`src/rtl/prau_wb_sched.sv`:
```
// prau_wb_sched -- issue and writeback scheduler for the posit unit (PRAU).
//
// Every accepted operation with a result is placed in a latency-indexed
// reservation shift register. Slot 0 is the writeback slot: its contents
// drive the wb_* outputs directly. Issue is refused when the target slot
// would collide with an older operation, when the non-pipelined divider/sqrt
// is occupied, or when a quire round would read the quire ahead of an
// in-flight quire MAC.
//
// Optional feature (macro PRAU_WB_BACKPRESSURE_EN): adds wb_ready_i. While a
// writeback is pending and not consumed, the whole slot array holds and issue
// is refused. A flush still clears everything.
//
// Ports:
//   clk_i, rst_ni        clock, asynchronous active-low reset
//   issue_valid_i        operation offered
//   issue_ready_o        operation accepted when valid & ready (combinational)
//   issue_unit_i [2:0]   unit class (0 single-cycle .. 6 qmadd, 7 no-writeback)
//   issue_tag_i          tag returned with the writeback
//   flush_i              kill all in-flight operations
//   wb_valid_o           writeback strobe
//   wb_tag_o, wb_unit_o  tag and unit class of the written-back operation
//   wb_ready_i           writeback consumed (PRAU_WB_BACKPRESSURE_EN only)
//   busy_o               any slot occupied
//   inflight_cnt_o       number of occupied slots

module prau_wb_sched #(
    parameter int POSLEN       = 32,
    parameter int ID_W         = 4,
    parameter int MAX_LAT      = 15,
    parameter int PADD_LAT     = 1,
    parameter int PMUL_LAT     = 1,
    parameter int PDIV_LAT     = 4,
    parameter int PSQRT_LAT    = 5,
    parameter int QROUND_LAT   = 1,
    parameter int QMADD_LAT    = 2,
    parameter int PIPE_DIVSQRT = 0,
    localparam int D           = MAX_LAT + 1,
    localparam int CNT_W       = $clog2(D + 1)
) (
    input  logic             clk_i,
    input  logic             rst_ni,
    input  logic             issue_valid_i,
    output logic             issue_ready_o,
    input  logic [2:0]       issue_unit_i,
    input  logic [ID_W-1:0]  issue_tag_i,
    input  logic             flush_i,
`ifdef PRAU_WB_BACKPRESSURE_EN
    input  logic             wb_ready_i,
`endif
    output logic             wb_valid_o,
    output logic [ID_W-1:0]  wb_tag_o,
    output logic [2:0]       wb_unit_o,
    output logic             busy_o,
    output logic [CNT_W-1:0] inflight_cnt_o
);

    localparam int IDX_W = (D > 1) ? $clog2(D) : 1;

    localparam logic [2:0] U_SC     = 3'd0;
    localparam logic [2:0] U_ADD    = 3'd1;
    localparam logic [2:0] U_MUL    = 3'd2;
    localparam logic [2:0] U_DIV    = 3'd3;
    localparam logic [2:0] U_SQRT   = 3'd4;
    localparam logic [2:0] U_QROUND = 3'd5;
    localparam logic [2:0] U_QMADD  = 3'd6;

    // A unit latency that does not fit the reservation depth is a
    // configuration error, caught at elaboration.
    if (POSLEN < 1 || ID_W < 1 ||
        PADD_LAT   < 0 || PADD_LAT   > MAX_LAT ||
        PMUL_LAT   < 0 || PMUL_LAT   > MAX_LAT ||
        PDIV_LAT   < 0 || PDIV_LAT   > MAX_LAT ||
        PSQRT_LAT  < 0 || PSQRT_LAT  > MAX_LAT ||
        QROUND_LAT < 0 || QROUND_LAT > MAX_LAT ||
        QMADD_LAT  < 0 || QMADD_LAT  > MAX_LAT) begin : g_bad_cfg
        $error("prau_wb_sched: unit latency outside 0..MAX_LAT");
    end

    typedef struct packed {
        logic            valid;
        logic [ID_W-1:0] tag;
        logic [2:0]      unit;
    } slot_t;

    slot_t [D-1:0]    slot_q, slot_d;
    logic [CNT_W-1:0] cnt_q, cnt_d;
    logic             busy_q;

    logic [IDX_W-1:0] lat;
    logic             lat_bad;
    logic             no_wb;
    logic [D-1:0]     col_vec;
    logic             collision;
    logic             div_occ;
    logic             q_occ;
    logic             div_block;
    logic             q_block;
    logic             stall;
    logic             accept;

    // Unit class -> latency. Unit 7 has no result and never takes a slot.
    always_comb begin
        int lat_int;
        lat_int = 0;
        no_wb   = 1'b0;
        case (issue_unit_i)
            U_SC:     lat_int = 0;
            U_ADD:    lat_int = PADD_LAT;
            U_MUL:    lat_int = PMUL_LAT;
            U_DIV:    lat_int = PDIV_LAT;
            U_SQRT:   lat_int = PSQRT_LAT;
            U_QROUND: lat_int = QROUND_LAT;
            U_QMADD:  lat_int = QMADD_LAT;
            default:  no_wb   = 1'b1;
        endcase
        lat_bad = (lat_int > MAX_LAT);
        lat     = lat_bad ? '0 : IDX_W'(lat_int);
    end

    // col_vec[k]: a new op of latency k would land on S[k+1] as it shifts
    // down into S[k]. The top slot is always refilled with invalid.
    always_comb begin
        col_vec = '0;
        for (int k = 0; k < D - 1; k++) begin
            col_vec[k] = slot_q[k+1].valid;
        end
    end

    assign collision = col_vec[lat] & ~no_wb;

    // Occupancy scans include S[0]: an op writing back this cycle still
    // owns its unit (divider) or the quire (MAC result not yet committed).
    always_comb begin
        div_occ = 1'b0;
        q_occ   = 1'b0;
        for (int i = 0; i < D; i++) begin
            if (slot_q[i].valid && (slot_q[i].unit == U_DIV || slot_q[i].unit == U_SQRT))
                div_occ = 1'b1;
            if (slot_q[i].valid && slot_q[i].unit == U_QMADD)
                q_occ = 1'b1;
        end
    end

    assign div_block = (PIPE_DIVSQRT == 0) &&
                       (issue_unit_i == U_DIV || issue_unit_i == U_SQRT) && div_occ;
    assign q_block   = (issue_unit_i == U_QROUND) && q_occ;

`ifdef PRAU_WB_BACKPRESSURE_EN
    // Unconsumed writeback freezes the array; flush takes precedence.
    assign stall = slot_q[0].valid & ~wb_ready_i & ~flush_i;
`else
    assign stall = 1'b0;
`endif

    assign issue_ready_o = ~flush_i & ~stall & ~lat_bad & ~collision & ~div_block & ~q_block;
    assign accept        = issue_valid_i & issue_ready_o;

    // Next state: shift (unless stalled), insert the accepted op at S[lat],
    // flush clears everything. The count tracks the resulting array.
    always_comb begin
        slot_d = slot_q;
        if (!stall) begin
            for (int i = 0; i < D - 1; i++) begin
                slot_d[i] = slot_q[i+1];
            end
            slot_d[D-1] = '0;
        end
        if (accept && !no_wb) begin
            slot_d[lat] = '{valid: 1'b1, tag: issue_tag_i, unit: issue_unit_i};
        end
        if (flush_i) begin
            slot_d = '0;
        end
        cnt_d = '0;
        for (int i = 0; i < D; i++) begin
            cnt_d = cnt_d + CNT_W'(slot_d[i].valid);
        end
    end

    always_ff @(posedge clk_i or negedge rst_ni) begin
        if (!rst_ni) begin
            slot_q <= '0;
            cnt_q  <= '0;
            busy_q <= 1'b0;
        end else begin
            slot_q <= slot_d;
            cnt_q  <= cnt_d;
            busy_q <= (cnt_d != '0);
        end
    end

    assign wb_valid_o     = slot_q[0].valid;
    assign wb_tag_o       = slot_q[0].tag;
    assign wb_unit_o      = slot_q[0].unit;
    assign busy_o         = busy_q;
    assign inflight_cnt_o = cnt_q;

endmodule

```
`config.mk`:
```
export PLATFORM = sky130hd
export DESIGN_NAME = prau_wb_sched
export DESIGN_NICKNAME = d
export VERILOG_FILES = /design/src/rtl/prau_wb_sched.sv
export SDC_FILE = /design/constraint.sdc
export NUM_CORES = 1
export LEC_CHECK = 0
export CORE_UTILIZATION = 52
export DETAILED_ROUTE_END_ITERATION = 8
export PLACE_DENSITY = 0.8
export SLEW_MARGIN = 20
export SYNTH_ARGS = -nofsm -noshare
export SYNTH_HDL_FRONTEND = slang
export SYNTH_SLANG_ARGS = --single-unit
```
`constraint.sdc`:
```
create_clock -name clk_i -period 4.1 [get_ports clk_i]
set_input_delay 0.82 -clock clk_i [delete_from_list [all_inputs] [get_ports clk_i]]
set_output_delay 0.82 -clock clk_i [all_outputs]
set_load 0.05 [all_outputs]
```
**Run 1: sequential cells grouped by signal name**

Bar = 20 um. Other sequential cells in the stronger grey, the rest of the logic in the fainter grey.
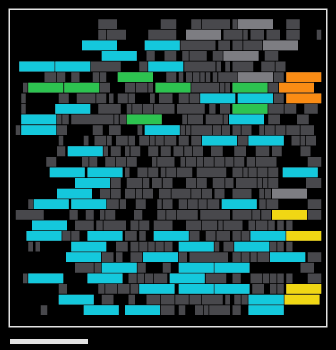
orange -> wb_unit_o  # placed flops 3
green -> col_vec  # placed flops 7
cyan -> slot_q  # placed flops 49, where all over the die
yellow -> wb_tag_o  # placed flops 4, where lower right
not coloured = 6
post-layout util: 0.7172
P_seq: 0.000724 W
fraction of area in registers: 0.4019
Flop area: 1727 sq um

**Run 1: selected gate families**

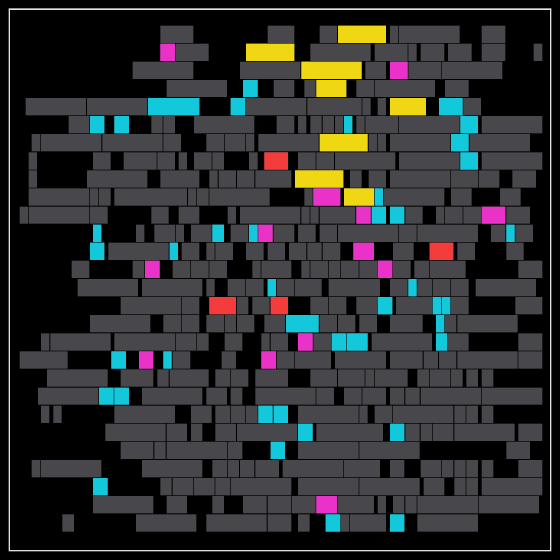
yellow -> adder and majority cells  # cells 8, most used fa_1, where top centre
red -> AND-OR and OR-AND gates  # cells 4, where centre
cyan -> NOR gates  # cells 41, most used nor2b_1
magenta -> AND and OR gates  # cells 13, most used and3_1
most frequent logic cell in the layout: dfrtp_1
Finished Layout Cells: 457
Comb area share: 0.3384

**Run 1: M3 wires**

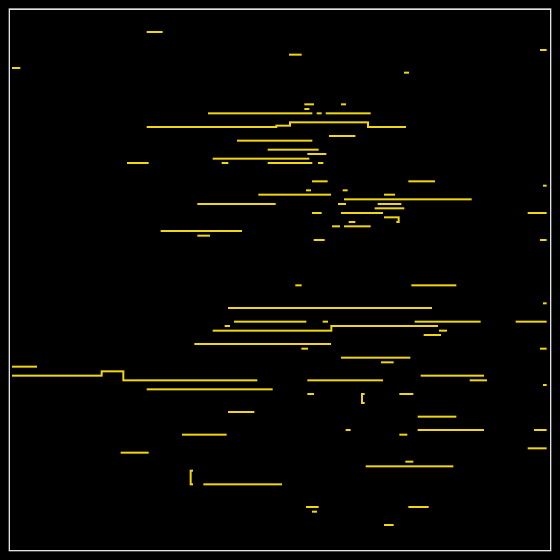
main direction = horizontal
wire length on this layer = 499 um

==> run 1: where the power goes <==
group	switching [W]	total (W)	internal (W)	leakage, nW
combinational	0.000165	0.000270	0.000105	0.917
clock	0.000263	0.000593	0.000330	0.106
sequential	0.0000136	0.000724	0.000710	0.920
total	0.000441	0.00159	0.00115	1.94
==> run 1: stage by stage <==
step	total power [W]	cells	setup slack, ns
2_1_floorplan	0.0008818	303	-0.6150
3_5_place_dp	0.0009839	430	-1.156
4_1_cts	0.001578	455	-0.2999
3_3_place_gp	0.0009769	430	-1.013
6_report	0.001587	457	-0.2884
5_1_grt	0.001638	457	-0.4037
==> run 1: metal layers <==
layer	share of wire	track usage	vias to the layer above
met3	0.058	0.06966	34
met2	0.49	0.4723	137
met4	0.045	0.1750	0
met5	0	0	-
met1	0.41	0.3456	1365
li1	-	-	1220
==> results.json, run 1 <==
{
  "outcome": "finished, violations left",
  "violations": "negative setup slack",
  "holdPathEnd": "slot_q[53]",
  "rrSetupSlack_ns": -0.28,
  "final-nonclk-buf-share": 0.1712,
  "hold-worst-slack_ns": 0.4641,
  "startpoint": "issue_unit_i[1]",
  "cp_common_cell": "fa_1",
  "gp_congestion": 0.9171,
  "grt_pass1_vias": 2718,
  "clkbuf_count": 13,
  "cts_resized": 25,
  "ys_sh_simple": 0.1836,
  "largest_reg_flops": 49,
  "first_pass_iters": 5,
  "finalClockPeriodUsage": 1.070,
  "drv_slew": 0,
  "ys_cells": 294,
  "drtAntennaViolNets": 0,
  "chipWidth_um": 81.16,
  "floorplan.core_util": 0.5439,
  "whs_path_depth": 1,
  "syn_to_final_growth_pct": 31.87,
  "ys_sh_adder": 0.03994,
  "io_pins": 26,
  "rsz0062_at_grt": "yes",
  "nonClockBufferCount": 88,
  "fin_skew_ns": 0.009867,
  "synthMostInstantiatedCell": "dfrtp_1",
  "setup_viol": 1,
  "async_reset_ff_frac": 1.000,
  "min_path_type": "flop to flop",
  "place_hpwl_mm": 5.317,
  "tns_ns": -0.2884,
  "synth.avg_cell_area_sq_um": 11.08,
  "synth.comb.largest_family": "simple AND/OR/NAND/NOR gates",
  "combGateArea_sq_um": 1454,
  "htree_levels": 3,
  "powerDensity_nw_per_um2": 369.4,
  "endpoint_kind": "flop",
  "start_kind": "input port",
  "reg2reg_to": "busy_o",
  "ys_seq_frac": 0.5300,
  "final-clk-cell-share": 0.04921,
  "path_max_fanout": 6,
  "final_cell_mix": "69 x dfrtp_1, 61 x buf_4, 26 x a21oi_1",
  "aoi_share": 0.1509,
  "grt_usage": 0.2893,
  "die_y_um": 81.16,
  "vias": 2756,
  "synth_top_area_share": 0.5300,
  "drt_iter0_markers": 181,
  "synth.distinct_cells": 53,
  "cp_slowest_stage_delay_ns": 0.51,
  "setup_slack_ns": -0.2884,
  "nets": 396,
  "top_register": "slot_q",
  "edf_count": 0,
  "viasPerCell": 6.031,
  "syn_inst": 294,
  "ys_sh_xor": 0.005376,
  "path_cells": "buf_6 -> buf_6 -> mux2i_4 -> o2bb2ai_2 -> o32ai_4 -> and3_4 -> a31oi_4 -> or2_4 -> fa_1 -> inv_2 -> ha_4 -> fa_1 -> ha_2 -> inv_2 -> fa_1 -> xor2_1 -> or4_1",
  "max_slew_margin": 0.4021
}
==> run 2: changes to the inputs <==
--- a/config.mk
+++ b/config.mk
@@ -5,8 +5,10 @@
 export SDC_FILE = /design/constraint.sdc
 export NUM_CORES = 1
 export LEC_CHECK = 0
+export CORE_MARGIN = 2
 export CORE_UTILIZATION = 52
 export DETAILED_ROUTE_END_ITERATION = 8
+export MAX_ROUTING_LAYER = met4
 export PLACE_DENSITY = 0.8
 export SLEW_MARGIN = 20
 export SYNTH_ARGS = -nofsm -noshare
==> run 2 against run 1 <==
Effect of this change:
- the run still ends with negative setup slack left
- critical path type unchanged
- worst setup slack gained 0.027 ns
- non-clock buffer count up 3
- first-iteration DRC count increased by 2.8%
- highest routed layer unchanged
- sequential cell count stayed put
- cell area decreased by 0.96%
- clock power is 21% lower
- largest cell class unchanged
- core utilization is 0.69 points lower
==> results.json, run 2 <==
{
  "outcome": "finished, violations left",
  "violations": "negative setup slack",
  "aoi_share": 0.1509,
  "setup_viol": 1,
  "syn_to_final_growth_pct": 30.61,
  "ys_seq_frac": 0.5300,
  "die_y_um": 83.16,
  "p_int_w": 0.001042,
  "grtUsageMet3": 0.05666,
  "powerDensity_nw_per_um2": 346.3,
  "vias": 2690,
  "rows": 28,
  "rrSetupSlack_ns": -0.25,
  "path_delay_family": "adder cells",
  "antenna-diode-count": 0,
  "common_cells": "69 x dfrtp_1, 27 x a21oi_1, 20 x nor2b_1",
  "ys_sh_simple": 0.1836,
  "finalClockPeriodUsage": 1.064,
  "portBuffers": 24,
  "p_sw_frac": 0.2930,
  "reg2reg_to": "busy_o",
  "setup_slack_ns": -0.2613,
  "syn_inst": 294,
  "synth_top_area_share": 0.5300,
  "path_cells": "clkdlybuf4s15_2 -> nor2b_4 -> a21o_1 -> o31ai_2 -> and3_4 -> a31oi_4 -> or2_4 -> fa_1 -> inv_2 -> ha_4 -> fa_1 -> ha_2 -> inv_2 -> fa_1 -> inv_2 -> or4_4",
  "top_layer_used": "met4",
  "largest_reg_flops": 49,
  "startpoint": "issue_unit_i[0]",
  "tns_ns": -0.2613,
  "combGateArea_sq_um": 1441,
  "r2r_start": "col_vec[0]",
  "met2_usage": 0.4032,
  "drt_wl_total_mm": 8.137,
  "synth.avg_cell_area_sq_um": 11.08,
  "final_cell_mix": "69 x dfrtp_1, 64 x buf_4, 26 x a21oi_1",
  "cts_resized": 20,
  "regArea_sq_um": 1727,
  "nets": 399,
  "final_area_sq_um": 4255,
  "cts.sinks": 69,
  "hold-worst-slack_ns": 0.4605,
  "drv_slew": 0,
  "max_slew_margin": 0.4244,
  "min_path_type": "flop to flop",
  "top_register": "slot_q",
  "fin_skew_ns": 0.01369,
  "met2_length_mm": 4.099,
  "floorplan.core_util": 0.5439,
  "endpoint_kind": "flop",
  "power.clock.fraction": 0.319,
  "grt-busiest-layer": "met2",
  "fin_crit_ns": 4.361,
  "place_ws_ns": -1.072,
  "ys_sh_adder": 0.03994,
  "insertion_delay_ns": 0.36,
  "drt_iter0_markers": 186,
  "drtAntennaViolNets": 0,
  "whs_path_depth": 1,
  "wl_met3_um": 492,
  "power.switching_w": 0.0004316,
  "grt_pass1_vias": 2668,
  "synth.comb.largest_family": "simple AND/OR/NAND/NOR gates",
  "layout_top_cell": "dfrtp_1",
  "critPathKind": "input port to flop",
  "async_reset_ff_frac": 1.000,
  "yosys_warnings": 0,
  "total_power_w": 0.001473,
  "viasPerCell": 5.848,
  "post_cts_buffers": 12,
  "place_hpwl_mm": 5.394,
  "ys_sh_xor": 0.005376,
  "holdPathEnd": "slot_q[51]",
  "synth.distinct_cells": 53,
  "start_kind": "input port",
  "wl_met1_mm": 3.347,
  "ys_cells": 294,
  "gp_congestion": 0.9732,
  "p_seq_frac": 0.492,
  "wl_per_cell_um": 17.69,
  "edf_count": 0,
  "grt_usage": 0.2554,
  "synthMostInstantiatedCell": "dfrtp_1",
  "netlist_area_sq_um": 3258,
  "die-area_sq_um": 6915,
  "cp_slowest_stage_delay_ns": 0.55,
  "io_pins": 26,
  "p_comb_frac": 0.189,
  "tritoncts": "done",
  "path_max_fanout": 3,
  "grt.met1_usage": 0.3156,
  "grt_remaining_overflow": 0,
  "rsz0062_at_grt": "yes",
  "chipWidth_um": 83.16,
  "first_pass_iters": 5,
  "htree_levels": 3,
  "dp.cells": 430
}
-- run 2: cell counts after synthesis --
No cell type changed its count.
-- run 2: area by class of cell --
class | instances | area share
Clock buffer | 12 | 0.03176
Multi-Input combinational cell | 189 | 0.3387
Timing Repair Buffer | 91 | 0.1782
Inverter | 20 | 0.01764
Clock inverter | 4 | 0.005881
Tap cell | 75 | 0.02205
Sequential cell | 69 | 0.4058
-- run 2: power groups by stage --
| stage | registers (W) | logic, W | clock network [W] |
|---|---|---|---|
| final | 0.000725 | 0.000278 | 0.000471 |
| after global routing | 0.000728 | 0.000297 | 0.000511 |
| after CTS | 0.000724 | 0.000266 | 0.000480 |
| after detailed placement | 0.000737 | 0.000248 | 0 |
| after global placement | 0.000735 | 0.000242 | 0 |
| after floorplan | 0.000769 | 0.000113 | 0 |
**Run 2: selected gate families**

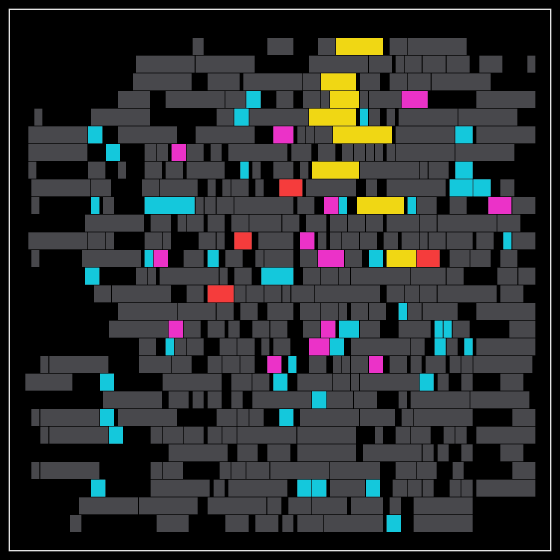
magenta -> AND and OR gates  # cells 13, most used and3_1
yellow -> adder and majority cells  # cells 8, most used fa_1
cyan -> NOR gates  # cells 41, most used nor2b_1, where all over the die
red -> AND-OR and OR-AND gates  # cells 4, where centre
Comb area share: 0.3387
Finished Layout Cells: 460

**Run 2: sequential cells grouped by signal name**

Bar = 20 um. Other sequential cells in the stronger grey, the rest of the logic in the fainter grey.
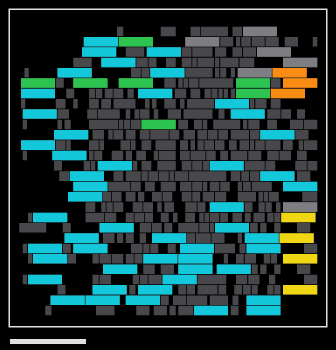
yellow -> wb_tag_o  # placed flops 4, where lower right
cyan -> slot_q  # placed flops 49, where all over the die
green -> col_vec  # placed flops 7
orange -> wb_unit_o  # placed flops 3
not coloured = 6
fraction of area in registers: 0.4058
post-layout util: 0.7103
P_seq: 0.000725 W

Power and IR drop assume default switching activity.
